### config.mk
export PLATFORM = sky130hd
export DESIGN_NAME = seq_restoring_divider
export DESIGN_NICKNAME = d
export VERILOG_FILES = /design/src/rtl/div_pkg.sv /design/src/rtl/div_step.sv /design/src/rtl/seq_restoring_divider.sv
export SDC_FILE = /design/constraint.sdc
export NUM_CORES = 1
export LEC_CHECK = 0
export ABC_AREA = 1
export CORE_ASPECT_RATIO = 1.2
export CORE_UTILIZATION = 30
export DETAILED_ROUTE_END_ITERATION = 8
export PLACE_DENSITY_LB_ADDON = 0.08
export SYNTH_ARGS = -nofsm -noshare
export SYNTH_HDL_FRONTEND = slang
export SYNTH_SLANG_ARGS = --single-unit
### constraint.sdc
create_clock -name clk -period 1.9 [get_ports clk]
set_clock_uncertainty 0.05 [all_clocks]
set_input_delay 0.38 -clock clk [delete_from_list [all_inputs] [get_ports clk]]
set_output_delay 0.38 -clock clk [all_outputs]
set_load 0.05 [all_outputs]
### src/rtl/div_pkg.sv
// Shared definitions for the sequential restoring divider: FSM states,
// the default operand width and the iteration-counter width helper.
package div_pkg;

   localparam int DIV_N = 16;

   typedef enum logic [1:0] {
      IDLE = 2'd0,
      CALC = 2'd1,
      DONE = 2'd2
   } div_state_e;

   // Counter must hold the value N itself, hence N+1 distinct values.
   function automatic int cnt_width(input int n);
      return $clog2(n + 1);
   endfunction

endpackage

### src/rtl/div_step.sv
// One combinational restoring-division iteration: shift {R,Q} left by one,
// trial-subtract the divisor and keep the difference only when it fits.
module div_step
   import div_pkg::*;
#(
   parameter int N = DIV_N
) (
   input  logic [N:0]   r_i,
   input  logic [N-1:0] q_i,
   input  logic [N-1:0] d_i,
   output logic [N:0]   r_o,
   output logic [N-1:0] q_o
);

   logic [N+1:0] shifted_s;
   logic [N:0]   diff_s;
   logic         fits_s;

   // Shift, trial-subtract and restore on borrow.
   always_comb begin
      shifted_s = {r_i, q_i[N-1]};
      diff_s    = shifted_s[N:0] - {1'b0, d_i};
      fits_s    = (shifted_s >= {2'b00, d_i});
      if (fits_s) begin
         r_o = diff_s;
         q_o = {q_i[N-2:0], 1'b1};
      end else begin
         r_o = shifted_s[N:0];
         q_o = {q_i[N-2:0], 1'b0};
      end
   end

endmodule

### src/rtl/seq_restoring_divider.sv
// Sequential restoring divider: 2N-bit dividend / N-bit divisor, one quotient
// bit per clock, ready/valid on both sides. Divide-by-zero and quotient
// overflow are detected at acceptance and answered in a single edge.
// Optional build macro APPROX_DIV_EN: runs only N-APPROX_BITS iterations,
// returns the quotient with its low APPROX_BITS bits cleared and a zero
// remainder. Without the macro the divider is exact and APPROX_BITS is inert.
module seq_restoring_divider
   import div_pkg::*;
#(
   parameter int N           = DIV_N,
   parameter int APPROX_BITS = 4
) (
   input  logic           clk,
   input  logic           rst_n,
   input  logic           in_valid,
   output logic           in_ready,
   input  logic [2*N-1:0] dividend,
   input  logic [N-1:0]   divisor,
   output logic           out_valid,
   input  logic           out_ready,
   output logic [N-1:0]   quotient,
   output logic [N-1:0]   remainder,
   output logic           div_zero,
   output logic           overflow
);

`ifdef APPROX_DIV_EN
   localparam bit APPROX_EN = 1'b1;
`else
   localparam bit APPROX_EN = 1'b0;
`endif

   localparam int SKIP  = APPROX_EN ? APPROX_BITS : 0;
   localparam int STEPS = N - SKIP;
   localparam int CNT_W = cnt_width(N);

   div_state_e      state_q, state_d;
   logic [N:0]      r_q, r_d;
   logic [N-1:0]    q_q, q_d;
   logic [N-1:0]    d_q, d_d;
   logic [CNT_W-1:0] cnt_q, cnt_d;
   logic [N-1:0]    quotient_q, quotient_d;
   logic [N-1:0]    remainder_q, remainder_d;
   logic            div_zero_q, div_zero_d;
   logic            overflow_q, overflow_d;

   logic [N:0]      r_next_s;
   logic [N-1:0]    q_next_s;

   div_step #(.N(N)) u_step (
      .r_i (r_q),
      .q_i (q_q),
      .d_i (d_q),
      .r_o (r_next_s),
      .q_o (q_next_s)
   );

   // Next-state logic: acceptance/error screening, iteration and release.
   always_comb begin
      state_d     = state_q;
      r_d         = r_q;
      q_d         = q_q;
      d_d         = d_q;
      cnt_d       = cnt_q;
      quotient_d  = quotient_q;
      remainder_d = remainder_q;
      div_zero_d  = div_zero_q;
      overflow_d  = overflow_q;
      case (state_q)
         IDLE: begin
            if (in_valid) begin
               if (divisor == {N{1'b0}}) begin
                  div_zero_d  = 1'b1;
                  overflow_d  = 1'b0;
                  quotient_d  = {N{1'b1}};
                  remainder_d = {N{1'b0}};
                  state_d     = DONE;
               end else if (dividend[2*N-1:N] >= divisor) begin
                  // High half >= divisor means the quotient needs > N bits.
                  div_zero_d  = 1'b0;
                  overflow_d  = 1'b1;
                  quotient_d  = {N{1'b1}};
                  remainder_d = {N{1'b0}};
                  state_d     = DONE;
               end else begin
                  div_zero_d = 1'b0;
                  overflow_d = 1'b0;
                  r_d        = {1'b0, dividend[2*N-1:N]};
                  q_d        = dividend[N-1:0];
                  d_d        = divisor;
                  cnt_d      = CNT_W'(STEPS);
                  state_d    = CALC;
               end
            end else begin
               state_d = IDLE;
            end
         end
         CALC: begin
            r_d   = r_next_s;
            q_d   = q_next_s;
            cnt_d = cnt_q - CNT_W'(1);
            if (cnt_q == CNT_W'(1)) begin
               // Low STEPS bits of Q now hold the top quotient bits.
               quotient_d  = q_next_s << SKIP;
               remainder_d = APPROX_EN ? {N{1'b0}} : r_next_s[N-1:0];
               state_d     = DONE;
            end else begin
               state_d = CALC;
            end
         end
         DONE: begin
            if (out_ready) begin
               state_d = IDLE;
            end else begin
               state_d = DONE;
            end
         end
         default: begin
            state_d = IDLE;
         end
      endcase
   end

   // State, datapath and result registers with asynchronous reset.
   always_ff @(posedge clk or negedge rst_n) begin
      if (!rst_n) begin
         state_q     <= IDLE;
         r_q         <= {(N+1){1'b0}};
         q_q         <= {N{1'b0}};
         d_q         <= {N{1'b0}};
         cnt_q       <= {CNT_W{1'b0}};
         quotient_q  <= {N{1'b0}};
         remainder_q <= {N{1'b0}};
         div_zero_q  <= 1'b0;
         overflow_q  <= 1'b0;
      end else begin
         state_q     <= state_d;
         r_q         <= r_d;
         q_q         <= q_d;
         d_q         <= d_d;
         cnt_q       <= cnt_d;
         quotient_q  <= quotient_d;
         remainder_q <= remainder_d;
         div_zero_q  <= div_zero_d;
         overflow_q  <= overflow_d;
      end
   end

   assign in_ready  = (state_q == IDLE);
   assign out_valid = (state_q == DONE);
   assign quotient  = quotient_q;
   assign remainder = remainder_q;
   assign div_zero  = div_zero_q;
   assign overflow  = overflow_q;

endmodule

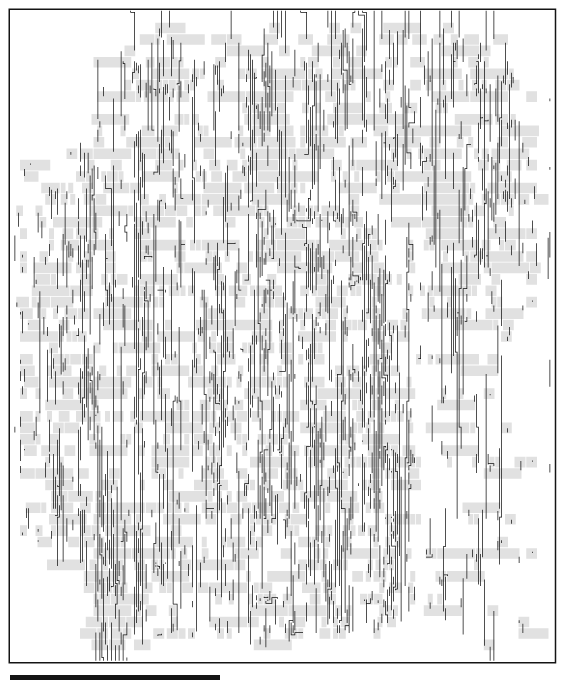
(run_1/met2.png)
Scale bar: 50 µm. Cells faint in the background.
longest straight run: 75.8 µm
wire length on this layer: 8650 µm
nets with wire on the layer: 835
share of all routed wire: 47%
main direction: vertical

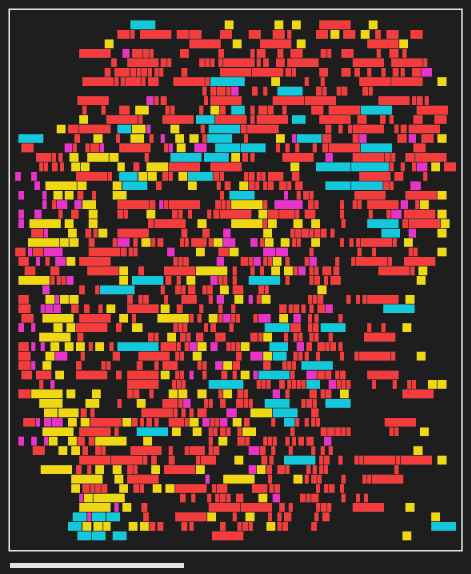
(run_1/drive_strength.png)
Scale bar: 50 µm.
legend:
  cyan:
    size: drive 6 and up
    cells: 54
    share: 5.2%
  magenta:
    size: drive 2
    cells: 97
    share: 9.3%
  red:
    size: drive 1 or less
    cells: 701
    share: 67%
  yellow:
    size: drive 3 to 4
    cells: 193
    share: 18%

==> results.sh, run 1 <==
# yosys + openroad results
export IMPL_synth_mux_area_fraction_pct=0
export IMPL_finalClockPeriodUsage_pct=108
export IMPL_busiest_layer="met2"
export IMPL_worst_slack_ns=-0.147
export IMPL_globalRoute_totalOverflow=0
export IMPL_yosysWarningCount=0
export IMPL_wl_met3_um=644
export IMPL_stdcell_area_mm2=0.00909
export IMPL_top_cell="nand2_1"
export IMPL_synthTopCellsByCount="302 x nand2_1, 90 x dfrtp_1, 86 x nand3_1, 73 x inv_1, 52 x o21ai_1"
export IMPL_hold_viol=5
export IMPL_logic_gate_count=611
export IMPL_placed_area_mm2=0.00782
export IMPL_violations="negative hold slack, negative setup slack"
export IMPL_hold_path_class="input pin to asynchronous set/reset pin"
export IMPL_worst_slew_pin_transition_ns=0.528
export IMPL_instances_no_fill=1301
export IMPL_dieWidth_um=130
export IMPL_fp_row_count=55
export IMPL_arrival_ns=2.24
export IMPL_area_leaders="dfrtp_1 38%, nand2_1 19%, nand3_1 7.3%"
export IMPL_synth_nets=913
export IMPL_wl_met1_mm=8.87
export IMPL_mi_logic_area_mm2=0.00358
export IMPL_cp_cell_sequence="inv_1, ha_1, inv_2, fa_2, nand3_2, nand3_2, nand3_4, nand2_8, buf_4, nand2_1, nand2_2, nand2_1, nand3_1"
export IMPL_status="finished with violations"
export IMPL_diodes=0
export IMPL_grt_setup_unrepaired="yes"
export IMPL_max_freq_mhz=488
export IMPL_die_h_um=155
export IMPL_cts_buffers=9
export IMPL_cts_root_buf="clkbuf_16"
export IMPL_buffers=239
export IMPL_cp_num_cells=13
export IMPL_drv_cap=0
export IMPL_startpoint_type="register"
export IMPL_worst_path_buf_inv=3
export IMPL_dr_max_layer_used="met4"
export IMPL_n_fill_cell=1972
export IMPL_area_delta_synth_final_pct=54.8
export IMPL_grt_use_met3_pct=3.06
export IMPL_gp_congestion=0.837
export IMPL_synth_top_cell_area_share_pct=38.4
export IMPL_slowest_delay_ns=0.38
export IMPL_async_flop_share_pct=100
export IMPL_xor_share_pct=1.49
export IMPL_ys_sh_aoi_pct=8.57
export IMPL_grt_max_degree=91
export IMPL_holdWs_ns=-0.00734
export IMPL_reg2reg_slack_ns=-0.15
export IMPL_largest_reg_flops=17
export IMPL_path_class="register to register"
export IMPL_drive_above_1_share_pct=32.9
export IMPL_setup_viol=39
export IMPL_ys_area_mm2=0.00587
export IMPL_wl_met2_mm=8.65
export IMPL_port_buffers=87
export IMPL_avgSynthCellArea_um2=7.11
export IMPL_netlist_instances=826
export IMPL_htreeDepth=3
export IMPL_inverters_excl_clock=89
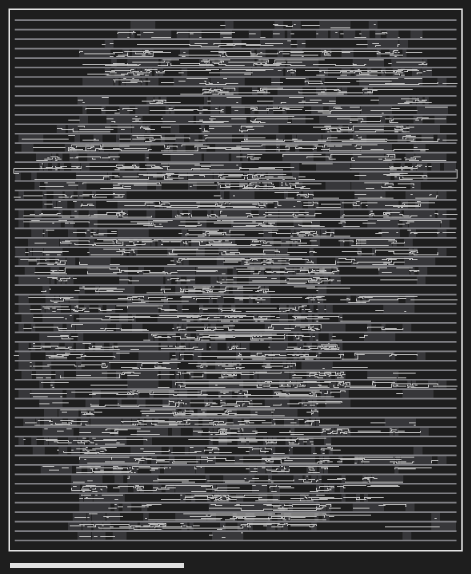
(run_1/met1.png)
Scale bar: 50 µm. Supply wires on this layer in grey. Cells faint in the background.
longest straight run: 41.9 µm
share of all routed wire: 48%
main direction: horizontal
wire length on this layer: 8870 µm
total routed wirelength: 18.4 mm
met1 Resource Use GR: 25.8%
via count: 5869

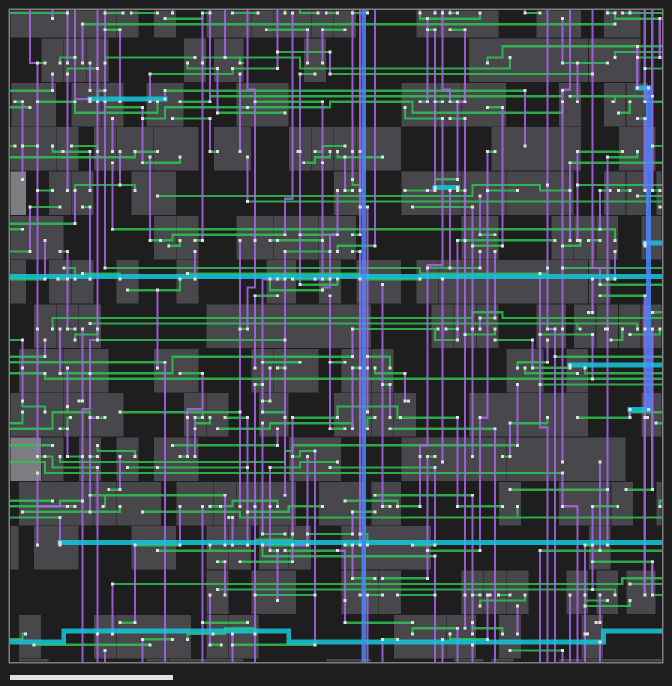
(run_1/zoom.png)
Scale bar: 10 µm. Window x 45 to 85, y 27 to 67 µm. Cells in grey, sequential cells in the stronger grey; small squares are vias.
legend:
  purple:
    layer: met2
  blue:
    layer: met4
  cyan:
    layer: met3
  green:
    layer: met1
sequential cells in the window: 0
most frequent: nand2_1 (51), inv_1 (23), buf_4 (19)
cells with their middle in the window: 151

## Run 2: what changed since run 1
clock period = 2.2 ns   (was 1.9 ns; I/O delays follow)
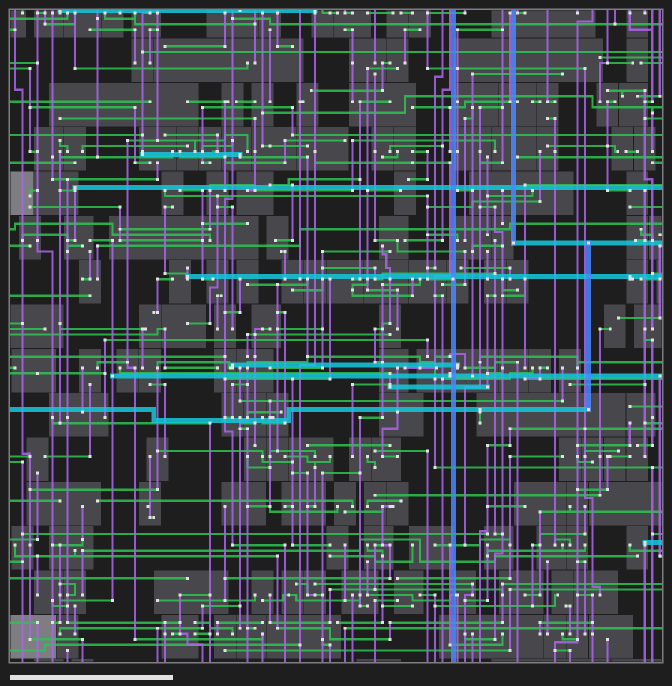
(run_2/zoom.png)
Scale bar: 10 µm. Window x 45 to 85, y 27 to 67 µm. Cells in grey, sequential cells in the stronger grey; small squares are vias.
legend:
  purple:
    layer: met2
  green:
    layer: met1
  blue:
    layer: met4
  cyan:
    layer: met3
sequential cells in the window: 0
most frequent: nand2_1 (55), inv_1 (19), buf_4 (16)
cells with their middle in the window: 151

==> run 2 against run 1 <==
Effect of this change:
- the run now ends clean
- sequential cell count is the same
- setup slack gained 0.21 ns
- area after synthesis is the same
- global-route usage shrank 1.2 points
- critical endpoint is now remainder[8]
==> results.sh, run 2 <==
# yosys + openroad results
export IMPL_gp_congestion=0.845
export IMPL_dieWidth_um=130
export IMPL_antenna_found_initial=0
export IMPL_ys_sh_aoi_pct=8.57
export IMPL_place_ws_ns=-0.562
export IMPL_initCoreUtil_pct=30.9
export IMPL_grt_first_pass_wirelength_mm=27.7
export IMPL_grt_use_met3_pct=2.89
export IMPL_cts_tree="done"
export IMPL_die_area_mm2=0.0201
export IMPL_boundaryPins=88
export IMPL_inverters_excl_clock=89
export IMPL_area_delta_synth_final_pct=47.4
export IMPL_top_cell="nand2_1"
export IMPL_synthTopCellsByCount="302 x nand2_1, 90 x dfrtp_1, 86 x nand3_1, 73 x inv_1, 52 x o21ai_1"
export IMPL_worst_path_buf_inv=1
export IMPL_cp_common_cell="nand2_1"
export IMPL_grt_setup_unrepaired="yes"
export IMPL_slowest_delay_ns=0.48
export IMPL_slowest_stage="dfrtp_1"
export IMPL_arrival_ns=2.37
export IMPL_cts_buffers=9
export IMPL_drv_slew=0
export IMPL_stdcell_area_mm2=0.00866
export IMPL_logic_family="simple AND/OR/NAND/NOR gates"
export IMPL_largest_area_cell="dfrtp_1"
export IMPL_hold_viol=0
export IMPL_largest_reg_flops=17
export IMPL_busiest_layer="met2"
export IMPL_dr_max_layer_used="met4"
export IMPL_ys_area_mm2=0.00587
export IMPL_synth_main_ff_cell="dfrtp_1"
export IMPL_simple_gate_share_pct=34.9
export IMPL_ys_ff=90
export IMPL_area_leaders="dfrtp_1 38%, nand2_1 19%, nand3_1 7.3%"
export IMPL_crit_path_end_kind="register"
export IMPL_cts_root_buf="clkbuf_16"
export IMPL_finalClockPeriodUsage_pct=97.1
export IMPL_biggestCellCategory="multi-input combinational cells"
export IMPL_async_flop_share_pct=100
export IMPL_wl_met2_mm=8.68
export IMPL_clockBufferCount=9
export IMPL_globalRoute_totalOverflow=0
export IMPL_port_buffers=87
export IMPL_avgSynthCellArea_um2=7.11
export IMPL_instances_no_fill=1254
export IMPL_post_cts_resized=26
export IMPL_wl_met3_um=657
export IMPL_grt_max_degree=67
export IMPL_cts_max_path_buffers=2
export IMPL_diodes=0
export IMPL_synth_top_cell_area_share_pct=38.4
export IMPL_netlist_cell_type_count=36
export IMPL_setup_viol=0
export IMPL_mi_logic_area_mm2=0.00344
export IMPL_synth_mux_area_fraction_pct=0
export IMPL_htreeDepth=3
export IMPL_yosysWarningCount=0
export IMPL_warning_count=29
export IMPL_die_h_um=155
export IMPL_fp_row_count=55
export IMPL_netlist_instances=826
export IMPL_worst_slew_pin_transition_ns=0.508
export IMPL_logic_gate_count=611
export IMPL_grt_pass1_vias=5286
export IMPL_drive_above_1_share_pct=21.0
export IMPL_startpoint_type="register"
export IMPL_cp_cell_sequence="ha_1, nand2_1, nor2_2, nand4_1, nand2_1, nor2_4, nand2_4, buf_12, nand3_1, nand2_1, nand2_1, nand2_1"
export IMPL_xor_share_pct=1.49
export IMPL_holdWs_ns=0.410
export IMPL_worst_slack_ns=0.0646
export IMPL_buffers=193
export IMPL_r2r_start="r_q[0]"
export IMPL_cp_num_cells=12
export IMPL_path_class="register to register"
export IMPL_core_area_mm2=0.0190
export IMPL_grt_usage_pct=17.6
export IMPL_r2r_cells=12
export IMPL_drv_cap=0
export IMPL_critPathRequiredTime_ns=2.44
export IMPL_wl_met1_mm=8.82
export IMPL_viasPerCell=4.54
export IMPL_reg2reg_slack_ns=0.06
export IMPL_lay_top_count="nand2_1"
export IMPL_max_freq_mhz=468
export IMPL_met1_usage_pct=25.3
export IMPL_n_fill_cell=1987
export IMPL_hold_path_class="input pin to register"
export IMPL_synth_nets=913
export IMPL_layout_nonclk_buf_share_pct=23.1
export IMPL_placed_area_mm2=0.00761
export IMPL_placed_cells_incl_taps=1218
export IMPL_status="finished, final reports clean"
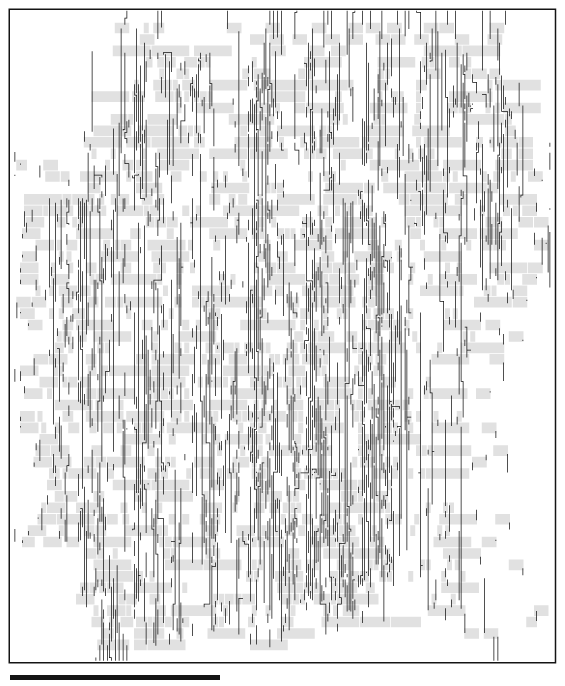
(run_2/met2.png)
Scale bar: 50 µm. Cells faint in the background.
via count: 5699
GR Util met2: 27.4%
total routed wirelength: 18.3 mm

## Run 3: what changed since run 2
CORE_ASPECT_RATIO = 0.8   (was 1.2)
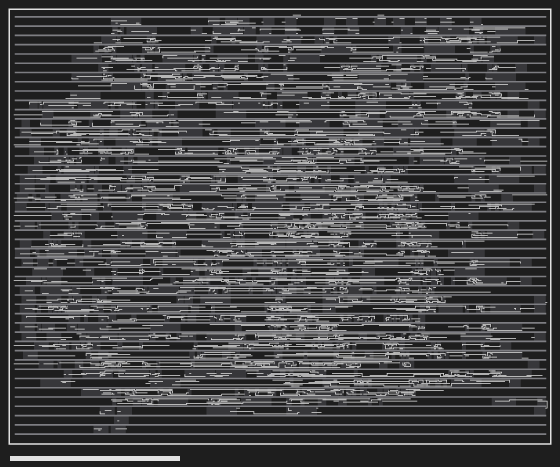
(run_3/met1.png)
Scale bar: 50 µm. Supply wires on this layer in grey. Cells faint in the background.
total routed wirelength: 18.4 mm
met1 Resource Use GR: 30.7%
via count: 5741

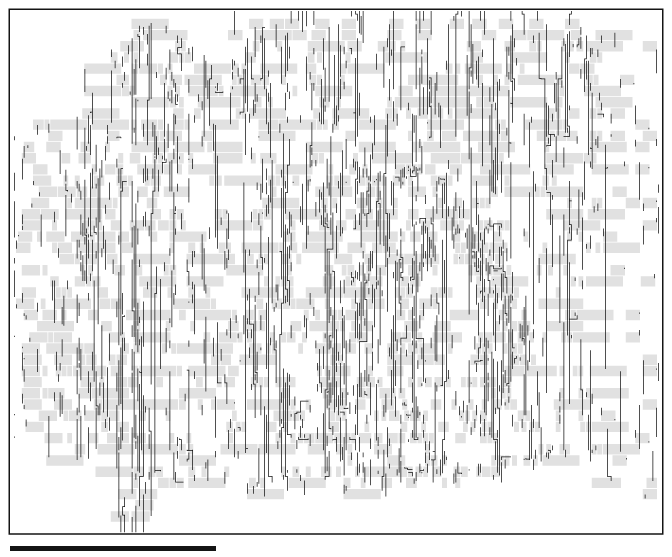
(run_3/met2.png)
Scale bar: 50 µm. Cells faint in the background.
GR Util met2: 24.8%

==> run 3 against run 2 <==
Effect of this change:
- synthesized cell count unchanged
- maximum frequency rose by 1.9%
- register-to-register slack improved by 0.04 ns
- cell count up 0.24%
- critical path type is now input pin to register
- sequential share of layout area about the same
- die area about the same
- area after synthesis is the same
- setup slack better by 0.041 ns
==> results.sh, run 3 <==
# yosys + openroad results
export IMPL_status="finished, final reports clean"
export IMPL_drv_slew=0
export IMPL_yosysCellCount=826
export IMPL_viasPerCell=4.57
export IMPL_die_h_um=127
export IMPL_ys_area_mm2=0.00587
export IMPL_sh_seq_area_pct=26.0
export IMPL_simple_gate_share_pct=34.9
export IMPL_core_area_mm2=0.0191
export IMPL_globalRoute_totalOverflow=0
export IMPL_synth_nets=913
export IMPL_wl_met1_mm=10.3
export IMPL_synth_top_cell_area_share_pct=38.4
export IMPL_path_class="input pin to register"
export IMPL_slowest_stage="clkdlybuf4s50_1"
export IMPL_drv_cap=0
export IMPL_logic_gate_count=611
export IMPL_hold_path_class="input pin to register"
export IMPL_logic_family="simple AND/OR/NAND/NOR gates"
export IMPL_dr_max_layer_used="met4"
export IMPL_dieWidth_um=158
export IMPL_grt_use_met3_pct=3.09
export IMPL_r2r_start="q_q[15]"
export IMPL_avgSynthCellArea_um2=7.11
export IMPL_worst_path_buf_inv=4
export IMPL_cp_num_cells=15
export IMPL_largest_reg_flops=17
export IMPL_placed_cells_incl_taps=1227
export IMPL_post_cts_resized=21
export IMPL_wl_met3_um=912
export IMPL_reg2reg_slack_ns=0.11
export IMPL_cp_cell_sequence="clkdlybuf4s50_1, inv_2, ha_4, nand2_1, inv_1, nor2_1, o21a_1, nand2_1, nand2_2, nand3_4, nand2_4, nand2_8, clkbuf_16, nand2_1, nand2_1"
export IMPL_xor_share_pct=1.49
export IMPL_grt_setup_unrepaired="yes"
export IMPL_holdWs_ns=0.420
export IMPL_mi_logic_area_mm2=0.00342
export IMPL_ys_sh_aoi_pct=8.57
export IMPL_grt_first_pass_wirelength_mm=29.1
export IMPL_stdcell_area_mm2=0.00866
export IMPL_synth_mux_area_fraction_pct=0
export IMPL_wl_met2_mm=7.05
export IMPL_n_fill_cell=1940
export IMPL_drive_above_1_share_pct=20.4
export IMPL_inverters_excl_clock=89
export IMPL_async_flop_share_pct=100
export IMPL_cts_tree="done"
export IMPL_initCoreUtil_pct=30.8
export IMPL_netlist_cell_type_count=36
export IMPL_fp_row_count=45
export IMPL_crit_path_end_kind="register"
export IMPL_max_freq_mhz=477
export IMPL_cts_max_path_buffers=2
export IMPL_place_ws_ns=-0.489
export IMPL_top_cell="nand2_1"
export IMPL_diodes=0
export IMPL_clockBufferCount=11
export IMPL_grt_pass1_vias=5349
export IMPL_warning_count=28
export IMPL_boundaryPins=88
export IMPL_placed_area_mm2=0.00768
export IMPL_lay_top_count="nand2_1"
export IMPL_area_delta_synth_final_pct=47.4
export IMPL_instances_no_fill=1257
export IMPL_die_area_mm2=0.0201
export IMPL_first_iter_violations=384
export IMPL_worst_slew_pin_transition_ns=0.515
export IMPL_htreeDepth=3
export IMPL_cts_root_buf="clkbuf_16"
export IMPL_largest_area_cell="dfrtp_1"
export IMPL_ys_ff=90
export IMPL_gp_congestion=0.835
export IMPL_busiest_layer="met1"
export IMPL_cts_buffers=9
export IMPL_hold_viol=0
export IMPL_yosysWarningCount=0
export IMPL_r2r_cells=13
export IMPL_area_leaders="dfrtp_1 38%, nand2_1 19%, nand3_1 7.3%"
export IMPL_finalClockPeriodUsage_pct=95.2
export IMPL_arrival_ns=2.28
export IMPL_clk_pin_slew_worst_paths_ns=0.06
export IMPL_synth_main_ff_cell="dfrtp_1"
export IMPL_synthTopCellsByCount="302 x nand2_1, 90 x dfrtp_1, 86 x nand3_1, 73 x inv_1, 52 x o21ai_1"
export IMPL_grt_max_degree=52
export IMPL_netlist_instances=826
